### The metal 1 layer, run 1

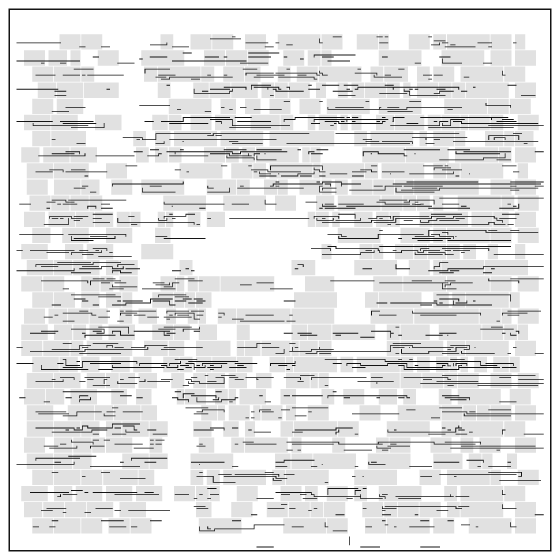
### Metal 2, run 1

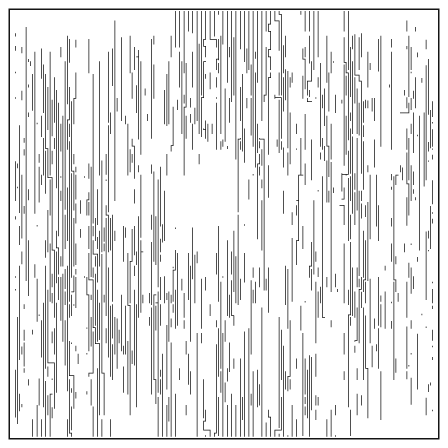
### Routing congestion, run 1

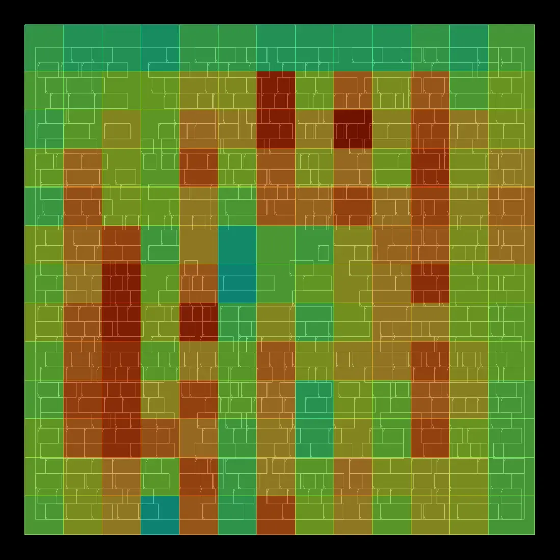
==> config.mk <==
export PLATFORM = sky130hd
export DESIGN_NAME = decode_unit
export DESIGN_NICKNAME = d
export VERILOG_FILES = /design/src/rtl/decode_pkg.sv /design/src/rtl/branch_cmp.sv /design/src/rtl/imm_ext.sv /design/src/rtl/decode_unit.sv
export SDC_FILE = /design/constraint.sdc
export NUM_CORES = 1
export LEC_CHECK = 0
export CORE_MARGIN = 1.5
export CORE_UTILIZATION = 34
export DETAILED_ROUTE_END_ITERATION = 7
export PLACE_DENSITY = 0.81
export SETUP_SLACK_MARGIN = 0.2
export SLEW_MARGIN = 20
export SYNTH_ARGS = -nofsm -noshare
export SYNTH_HDL_FRONTEND = slang
export SYNTH_SLANG_ARGS = --single-unit
==> constraint.sdc <==
create_clock -name Clk -period 3 [get_ports Clk]
set_input_delay 0.6 -clock Clk [delete_from_list [all_inputs] [get_ports Clk]]
set_output_delay 0.6 -clock Clk [all_outputs]
set_load 0.01 [all_outputs]
==> flow_metrics.py, run 1 <==
# Physical implementation metrics
metrics = {
    "critical_path": {
        "setup.worst_path.end_class": "output port",
        "crit_fanout": 15,
        "worst_ep_arrival_time_ns": 2.15,
    },
    "sta": {
        "finalWorstPathRequiredPeriod_ns": 2.75,
        "min_period_over_period_pct": 91.5,
        "report.final.hold_viol_count": 0,
        "timing.hold.ws_ns": 0.522,
        "final_critical_path_setup_slack_ns": 0.255,
        "finalSetupViolations": 0,
    },
    "power_and_ir_drop": {
        "post-layout-total-power_mw": 2.26,
        "comb_cell_power_mw": 0.455,
        "power_sequential_mw": 0.884,
        "top_power_group": "clock",
        "clockPowerShare_pct": 40.7,
    },
    "logic_synthesis": {
        "simple_gate_area_share_pct": 32.0,
        "ys_sh_mux_pct": 0.380,
        "number_of_cells_in_the_yosys_synthesis_report": 279,
        "share_of_synthesized_registers_carrying_an_async_set_or_reset_pct": 0,
        "post-synth-top-count-cell": "dfxtp_1",
        "synth.top_cells.by_count": "dfxtp_1, and2_1, xnor2_1",
        "ys.flop_type": "dfxtp_1",
        "synth_sequential_area_ratio_pct": 48.6,
        "ys_seq_elements": 64,
        "syn_area_per_cell_um2": 9.45,
        "synth.cellmix.adderShare_pct": 1.42,
        "syn-instance-count": 279,
        "post_synth_main_logic_family": "simple AND/OR/NAND/NOR gates",
        "synth.net_count": 381,
        "synthAoiAreaFrac_pct": 4.32,
        "netlist.area_leader.share_pct": 48.6,
    },
    "cts": {
        "tritoncts": "done",
        "path_clk_slew_ns": 0.07,
        "cts.repair.resized": 167,
        "cts_hold_buf": 0,
        "tritoncts.num_buffers": 9,
    },
    "global_routing": {
        "maximum_number_of_pins_on_one_net_before_global_route_repair": 47,
        "grt_antenna_before_repair": 0,
    },
    "outcome": {
        "status": "finished clean",
    },
    "placed_design": {
        "buffer_ports.inserted": 200,
        "dpl-instance-area_mm2": 0.00493,
    },
    "floorplan": {
        "die_footprint_mm2": 0.00829,
        "core_util_floorplan_pct": 35.8,
    },
    "detailed_routing": {
        "post-route-drc-count": 0,
        "drt-initial-drc-count": 81,
        "wire_per_inst_um": 16.2,
    },
    "final_layout": {
        "insertedDiodeCount": 0,
    },
    "min_path": {
        "hold_path.class": "input pin to flop",
    },
}
Back to the opening pictures, 'The metal 1 layer':
main direction	horizontal
share of all routed wire	34%
nets with wire on the layer	515
Global Route met1 Usage: 21.4%
Routed WL: 9.96 mm
via total after detailed routing: 2,886

Back to the opening pictures, 'Metal 2':
main direction	vertical
wire length on this layer	5,310 um
Global Route met2 Usage: 46.5%

Back to the opening pictures, 'Routing congestion':
GR Layer Usage met3: 8.79%
most congested layer reported by global routing: met2

-- run 1: metal layers --
layer,vias up,global-route usage (%),part of all wire [%],wire length (um)
li1,1376,-,-,-
met2,166,46.5,53,5310
met4,0,10.4,3.6,359
met5,-,0,0,0
met1,1317,21.4,34,3340
met3,27,8.79,9.5,947
-- run 1: area by class of cell --
type                       instances  area (um2)
multi-input combinational        201        1520
fill                             560        1970
clock inverter                     6         115
inverter                           3        11.3
tap                               99         124
timing repair buffer             231        2210
sequential                        64        1280
clock buffer                      10         138
-- run 1: critical path, stage by stage --
cell             delay (ns)
buf_8                  0.10
xor2_2                 0.17
nand3b_1               0.11
a21oi_2                0.15
a21oi_2                0.06
or2_4                  0.27
ha_4                   0.17
buf_12                 0.14
nand2_1                0.08
a21oi_2                0.06
clkdlybuf4s15_2        0.22
==> inputs of run 2 (changes only) <==
CORE_ASPECT_RATIO = 1.75   (was not set)
==> run 2 against run 1 <==
Non-clock buffer count rose by 10. Hold slack gained 0.13 ns. Critical path depth decreased by 3. Largest power group unchanged. Synthesized cell count unchanged. Cell count is 0.16% lower. Largest cell class unchanged. Core utilization fell by 0.30 points.
==> flow_metrics.py, run 2 <==
# Physical implementation metrics
metrics = {
    "outcome": {
        "status": "finished clean",
    },
    "global_routing": {
        "top_usage_layer": "met2",
    },
    "critical_path": {
        "setup.worst_path.end_class": "output port",
        "worst_ep_arrival_time_ns": 2.30,
        "path_cells": "dlygate4sd2_1 > buf_4 > nor4_2 > nand4_1 > o21bai_1 > mux2i_1 > nand3b_1 > buf_2",
        "crit_slowest_cell": "nor4_2",
    },
    "detailed_routing": {
        "topRoutingLayerUsed": "met4",
        "post-route-drc-count": 0,
        "route.met2.wl_mm": 5.76,
        "drt-met1-wl_mm": 3.10,
        "route.met3.wl_um": 854,
    },
    "cts": {
        "cts.repair.resized": 233,
        "path_clk_slew_ns": 0.05,
        "tritoncts.num_buffers": 9,
    },
    "logic_synthesis": {
        "share_of_synthesized_registers_carrying_an_async_set_or_reset_pct": 0,
        "number_of_cells_in_the_yosys_synthesis_report": 279,
        "syn_area_per_cell_um2": 9.45,
        "synth.top_cells.by_count": "dfxtp_1, and2_1, xnor2_1",
    },
    "floorplan": {
        "core_util_floorplan_pct": 35.1,
        "die_footprint_mm2": 0.00831,
    },
    "power_and_ir_drop": {
        "comb_cell_power_mw": 0.462,
        "power_sequential_mw": 0.886,
        "post-layout-total-power_mw": 2.47,
    },
    "sta": {
        "final_critical_path_setup_slack_ns": 0.105,
    },
}
## run 2: cell counts after synthesis
Identical to the previous run, type by type.
## run 2: kinds of logic (layout without fill, tap and decap cells)
logic type | after synthesis | count (layout) | share of synthesized area, %
muxes | 1 | 1 | 0.380
buffers and inverters | 14 | 260 | 2.33
AOI/OAI and AO/OA | 21 | 21 | 4.32
xor gates and xnor gates | 33 | 33 | 11.0
and+or+nand+nor | 143 | 143 | 32.0
adders and majority gates | 3 | 3 | 1.42
DFF | 64 | 64 | 48.6
## run 2: final cells by class
class                      instances  area (um2)
multi-input combinational        201        1600
clock buffer                      11         253
sequential                        64        1280
clock inverter                     5        78.8
tap                               88         110
inverter                           3        11.3
fill                             582        2040
timing repair buffer             241        2150
### M4 wires, run 2

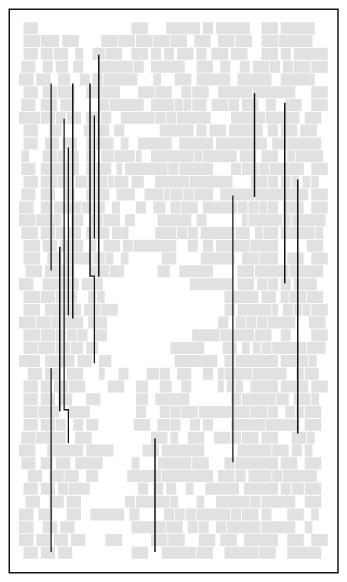
share of all routed wire	5.8%
wire length on this layer	594 um
main direction	vertical
longest straight run	61.7 um
nets with wire on the layer	13
via total after detailed routing: 2,974
Routed WL: 10.3 mm

### Routing congestion, run 2

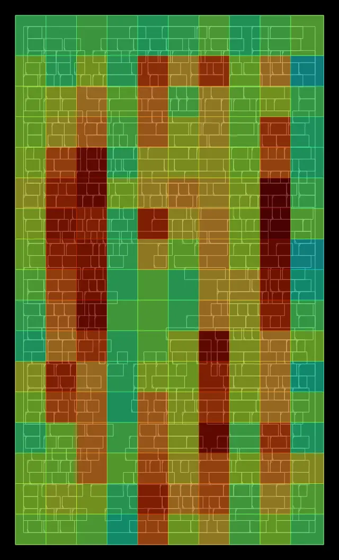
fraction of the core area covered by cells at the end of the flow: 72.9%
per-cell routed wire length: 16.8 um
Global Route met1 Usage: 20.7%
All-Layer GR Usage: 24.6%

Power figures rest on the tool's default switching activity, not on a simulated workload.
